Met3 routing:
The bar under the picture is 50 µm long.
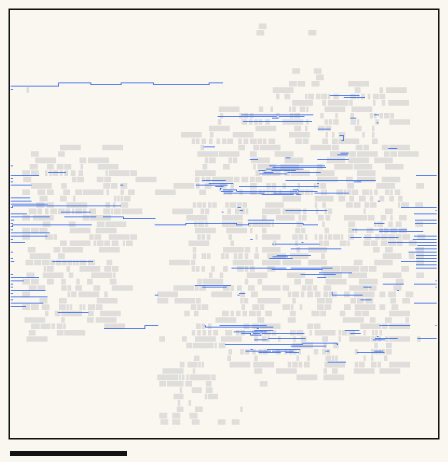
Close-up of the layout:
The bar under the picture is 10 µm long. Region (117, 26) to (157, 66) µm. Cells in grey, sequential cells in the stronger grey; small squares are vias.
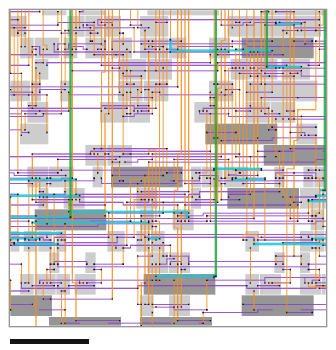
M1 wires:
The bar under the picture is 50 µm long. Supply wires on this layer in grey.
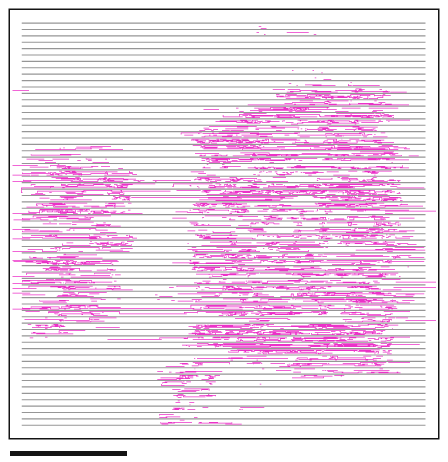
Logic cells by family:
The bar under the picture is 50 µm long.
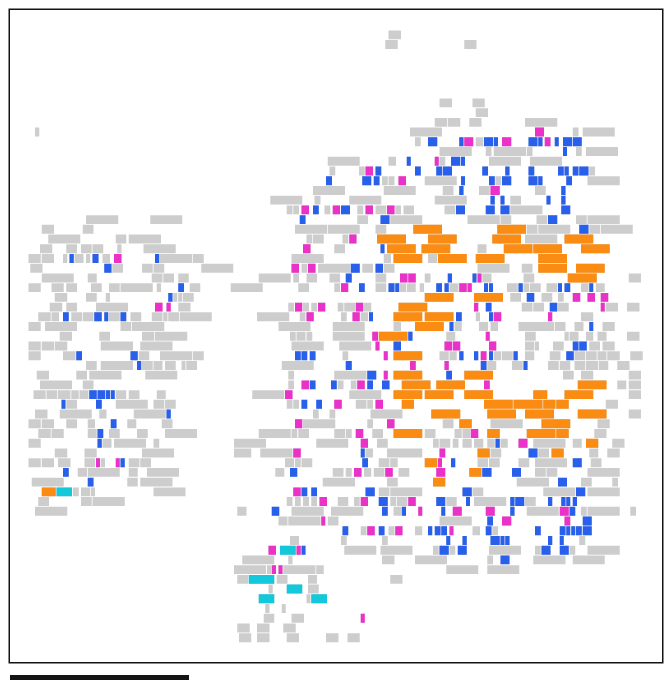
Routing congestion:
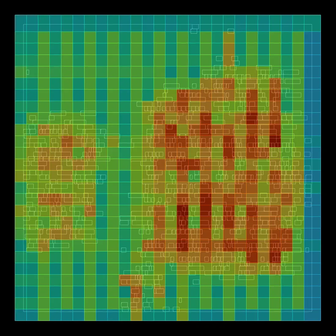
**config.mk**
```make
export PLATFORM = sky130hd
export DESIGN_NAME = register_scoreboard_flat
export DESIGN_NICKNAME = d
export VERILOG_FILES = /design/src/rtl/register_scoreboard_pkg.sv /design/src/rtl/register_scoreboard_if.sv /design/src/rtl/register_scoreboard_file.sv /design/src/rtl/register_scoreboard.sv /design/src/flat_wrapper.sv
export SDC_FILE = /design/constraint.sdc
export NUM_CORES = 1
export LEC_CHECK = 0
export CORE_MARGIN = 5
export CORE_UTILIZATION = 25
export DETAILED_ROUTE_END_ITERATION = 10
export PLACE_DENSITY = 0.52
export RECOVER_POWER = 25
export REMOVE_ABC_BUFFERS = 1
export SYNTH_ARGS = -nofsm -noshare
export SYNTH_HDL_FRONTEND = slang
export SYNTH_SLANG_ARGS = --single-unit
```
**constraint.sdc**
```tcl
create_clock -name clk -period 6.43 [get_ports clk]
set_input_delay 0.9645 -clock clk [delete_from_list [all_inputs] [get_ports clk]]
set_output_delay 0.9645 -clock clk [all_outputs]
set_load 0.005 [all_outputs]
```
**src/rtl/register_scoreboard_pkg.sv**
```systemverilog
// Shared types and sizing for the register scoreboard: usage record layout,
// index width and EFLAGS writer counter width.
package common_params;

  localparam int NREG   = 32;
  localparam int IDX_W  = 5;
  localparam int EF_MAX = 7;
  localparam int EF_W   = 3;

  typedef logic [IDX_W-1:0] reg_idx_t;
  typedef logic [EF_W-1:0]  ef_cnt_t;

  // Register usage record produced by the decoder for one instruction.
  typedef struct packed {
    reg_idx_t d;
    reg_idx_t s;
    reg_idx_t t;
    logic     from_gd;
    logic     from_fd;
    logic     to_gd;
    logic     to_fd;
    logic     from_gs;
    logic     from_fs;
    logic     from_gt;
    logic     from_ft;
    logic     from_ef;
    logic     to_ef;
  } rut_t;

endpackage

```
**src/rtl/register_scoreboard_if.sv**
```systemverilog
// Issue / writeback / flush bundle between the decode stage and the scoreboard.
// Handshake: an instruction fires on a cycle where issue_valid & issue_ready;
// issue_ready is combinational and never depends on issue_valid.
interface register_scoreboard_if;
  import common_params::*;

  logic             issue_valid;
  rut_t             issue_rut;
  logic             issue_ready;
  logic             wb_g_valid;
  logic [IDX_W-1:0] wb_g_idx;
  logic             wb_f_valid;
  logic [IDX_W-1:0] wb_f_idx;
  logic             wb_ef_valid;
  logic             flush;

  modport master (
    output issue_valid, issue_rut, wb_g_valid, wb_g_idx,
           wb_f_valid, wb_f_idx, wb_ef_valid, flush,
    input  issue_ready
  );

  modport slave (
    input  issue_valid, issue_rut, wb_g_valid, wb_g_idx,
           wb_f_valid, wb_f_idx, wb_ef_valid, flush,
    output issue_ready
  );

endinterface

```
**src/rtl/register_scoreboard_file.sv**
```systemverilog
// One register file's pending-write bits with a set port, a clear port and
// three lookup ports that see same-cycle clears (writeback bypass).
module scoreboard_file #(
  parameter int NREG  = 32,
  parameter int IDX_W = 5
) (
  input  logic                  clk,
  input  logic                  rstn,
  input  logic                  flush,
  input  logic                  set_en,
  input  logic [IDX_W-1:0]      set_idx,
  input  logic                  clr_en,
  input  logic [IDX_W-1:0]      clr_idx,
  input  logic [2:0][IDX_W-1:0] look_idx,
  output logic [2:0]            look_pend
);

  logic [NREG-1:0] pend_q;
  logic [NREG-1:0] pend_d;

  // Clear first so a same-cycle set on the same index wins.
  always_comb begin
    pend_d = pend_q;
    if (clr_en) pend_d[clr_idx] = 1'b0;
    if (set_en) pend_d[set_idx] = 1'b1;
    if (flush)  pend_d = '0;
  end

  always_ff @(posedge clk or negedge rstn) begin
    if (!rstn) pend_q <= '0;
    else       pend_q <= pend_d;
  end

  always_comb begin
    look_pend = '0;
    for (int i = 0; i < 3; i++) begin
      look_pend[i] = pend_q[look_idx[i]] & ~(clr_en && (clr_idx == look_idx[i]));
    end
  end

endmodule

```
**src/rtl/register_scoreboard.sv**
```systemverilog
// In-order issue scoreboard: GPR/FPR pending-write tracking, EFLAGS writer
// counting, RAW/WAW/EFLAGS hazard detection and a stall-cycle counter.
module register_scoreboard #(
  parameter int NREG   = 32,
  parameter int IDX_W  = 5,
  parameter int EF_MAX = 7
) (
  input  logic                        clk,
  input  logic                        rstn,
  register_scoreboard_if.slave        bus,
  output logic [common_params::EF_W-1:0] ef_pending,
  output logic [31:0]                 stall_cycles
);
  import common_params::rut_t;
  import common_params::EF_W;

  localparam logic [EF_W-1:0] EF_LIM = EF_W'(EF_MAX);

  rut_t                  rut;
  logic [2:0][IDX_W-1:0] look_idx;
  logic [2:0]            gpr_pend;
  logic [2:0]            fpr_pend;
  logic [EF_W-1:0]       ef_cnt;
  logic [EF_W-1:0]       ef_eff;
  logic                  ef_dec;
  logic                  ef_inc;
  logic                  raw_haz;
  logic                  waw_haz;
  logic                  ef_haz;
  logic                  ready;
  logic                  fire;

  assign rut      = bus.issue_rut;
  assign look_idx = {rut.t, rut.s, rut.d};

  scoreboard_file #(.NREG(NREG), .IDX_W(IDX_W)) u_gpr (
    .clk       (clk),
    .rstn      (rstn),
    .flush     (bus.flush),
    .set_en    (fire & rut.to_gd),
    .set_idx   (rut.d),
    .clr_en    (bus.wb_g_valid),
    .clr_idx   (bus.wb_g_idx),
    .look_idx  (look_idx),
    .look_pend (gpr_pend)
  );

  scoreboard_file #(.NREG(NREG), .IDX_W(IDX_W)) u_fpr (
    .clk       (clk),
    .rstn      (rstn),
    .flush     (bus.flush),
    .set_en    (fire & rut.to_fd),
    .set_idx   (rut.d),
    .clr_en    (bus.wb_f_valid),
    .clr_idx   (bus.wb_f_idx),
    .look_idx  (look_idx),
    .look_pend (fpr_pend)
  );

  // A retire with nothing outstanding is dropped so the counter never wraps.
  assign ef_dec = bus.wb_ef_valid && (ef_cnt != '0);
  assign ef_eff = ef_cnt - EF_W'(ef_dec);

  assign raw_haz = (rut.from_gd & gpr_pend[0]) | (rut.from_gs & gpr_pend[1]) |
                   (rut.from_gt & gpr_pend[2]) | (rut.from_fd & fpr_pend[0]) |
                   (rut.from_fs & fpr_pend[1]) | (rut.from_ft & fpr_pend[2]);
  assign waw_haz = (rut.to_gd & gpr_pend[0]) | (rut.to_fd & fpr_pend[0]);
  assign ef_haz  = (rut.from_ef && (ef_eff != '0)) || (rut.to_ef && (ef_eff == EF_LIM));

  assign ready           = ~(raw_haz | waw_haz | ef_haz) & ~bus.flush;
  assign bus.issue_ready = ready;
  assign fire            = bus.issue_valid & ready;
  assign ef_inc          = fire & rut.to_ef;

  always_ff @(posedge clk or negedge rstn) begin
    if (!rstn)          ef_cnt <= '0;
    else if (bus.flush) ef_cnt <= '0;
    else                ef_cnt <= ef_cnt + EF_W'(ef_inc) - EF_W'(ef_dec);
  end

  always_ff @(posedge clk or negedge rstn) begin
    if (!rstn)
      stall_cycles <= '0;
    else if (bus.issue_valid & ~ready & ~bus.flush)
      stall_cycles <= stall_cycles + 32'd1;
  end

  assign ef_pending = ef_cnt;

endmodule

```
**src/flat_wrapper.sv**
```systemverilog
// flat-port wrapper written by rule: the top's interface ports become plain ports
module register_scoreboard_flat import common_params::rut_t; import common_params::EF_W;
#(
  parameter int NREG   = 32,
  parameter int IDX_W  = 5,
  parameter int EF_MAX = 7
)
  (clk, rstn, ef_pending, stall_cycles, bus_issue_valid, bus_issue_rut, bus_wb_g_valid, bus_wb_g_idx, bus_wb_f_valid, bus_wb_f_idx, bus_wb_ef_valid, bus_flush, bus_issue_ready);
  register_scoreboard_if bus_i ();
  input  logic clk;
  input  logic rstn;
  output logic [common_params::EF_W-1:0] ef_pending;
  output logic [31:0] stall_cycles;
  input wire logic [$bits(bus_i.issue_valid)-1:0] bus_issue_valid;
  input wire logic [$bits(bus_i.issue_rut)-1:0] bus_issue_rut;
  input wire logic [$bits(bus_i.wb_g_valid)-1:0] bus_wb_g_valid;
  input wire logic [$bits(bus_i.wb_g_idx)-1:0] bus_wb_g_idx;
  input wire logic [$bits(bus_i.wb_f_valid)-1:0] bus_wb_f_valid;
  input wire logic [$bits(bus_i.wb_f_idx)-1:0] bus_wb_f_idx;
  input wire logic [$bits(bus_i.wb_ef_valid)-1:0] bus_wb_ef_valid;
  input wire logic [$bits(bus_i.flush)-1:0] bus_flush;
  output wire logic [$bits(bus_i.issue_ready)-1:0] bus_issue_ready;
  assign bus_i.issue_valid = bus_issue_valid;
  assign bus_i.issue_rut = bus_issue_rut;
  assign bus_i.wb_g_valid = bus_wb_g_valid;
  assign bus_i.wb_g_idx = bus_wb_g_idx;
  assign bus_i.wb_f_valid = bus_wb_f_valid;
  assign bus_i.wb_f_idx = bus_wb_f_idx;
  assign bus_i.wb_ef_valid = bus_wb_ef_valid;
  assign bus_i.flush = bus_flush;
  assign bus_issue_ready = bus_i.issue_ready;
  register_scoreboard #(.NREG(NREG), .IDX_W(IDX_W), .EF_MAX(EF_MAX)) u_core (.clk(clk), .rstn(rstn), .bus(bus_i), .ef_pending(ef_pending), .stall_cycles(stall_cycles));
endmodule
```
==> run summary <==
MaxCap Viol Count: 1
Non-CTS buffers: 88
GP Congestion: 0.933
FFs & Latches: 99
Tmin final: 5.20 ns
# port buffers: 77
Ports: 78
Outcome: finished, violations left
Worst r2r src: u_core.ef_pending[1]$_DFF_PN0_
Total power: 0.00175 W
Final std cells w/o fill: 1202
Avg Inst Size Synth: 9.57 µm²
Post-layout util: 29.6%
Final Hold Viols: 0
Ao+oa area frac: 15.5%
Max Slew Vio Count: 62
Clock buffers: 10
Violated checks: max-capacitance violations, max-slew violations
Cts bufs inserted: 9
Fillers: 3146
Crit path buf inv count: 4
Max power group: registers
Ys cells: 776
Sw frac: 34.6%
Worst Hold End: u_core.stall_cycles[31]$_DFFE_PN0P_
CP peak stage delay: 0.63 ns
Met1 usage: 22.2%
WHS: 0.471 ns
MI comb cells: 589
DRT met1 WL: 11800 µm
Initial antenna violation count: 0
Worst EP arrival: 4.24 ns
TritonRoute pass-1 iters: 5
Setup ws final: 1.23 ns
Commonest flop: dfrtp_1
Yosys reg bits: 99
## Picture notes: 'met3 routing'
- wire length on this layer: 1850 µm
- main direction: horizontal
- share of all routed wire: 7.1%

## Picture notes: 'close-up of the layout'
- orange: metal 2
- purple: metal 1
- green: metal 4
- cyan: metal 3
- cells with their middle in the window: 91
- sequential cells in the window: 9
- most frequent: nand2_1 (17), nand3b_1 (13), dfrtp_1 (9)
- netlist names of flops here include: u_core.u_gpr.pend_q (9)

## Picture notes: 'M1 wires'
- main direction: horizontal
- wire length on this layer: 11800 µm

## Picture notes: 'logic cells by family'
- cyan: adder and majority cells (cells 6; most used ha_1; where south)
- blue: NAND gates (cells 180; most used nand2_1)
- magenta: NOR gates (cells 87; most used nor2b_1)
- orange: multiplexers (cells 58; most used mux4_2)

## Picture notes: 'routing congestion'
Routed WL per cell: 21.6 µm
met3 Usage GRT: 3.89%
grt peak-use layer: met2

Power figures rest on the tool's default switching activity, not on a simulated workload.
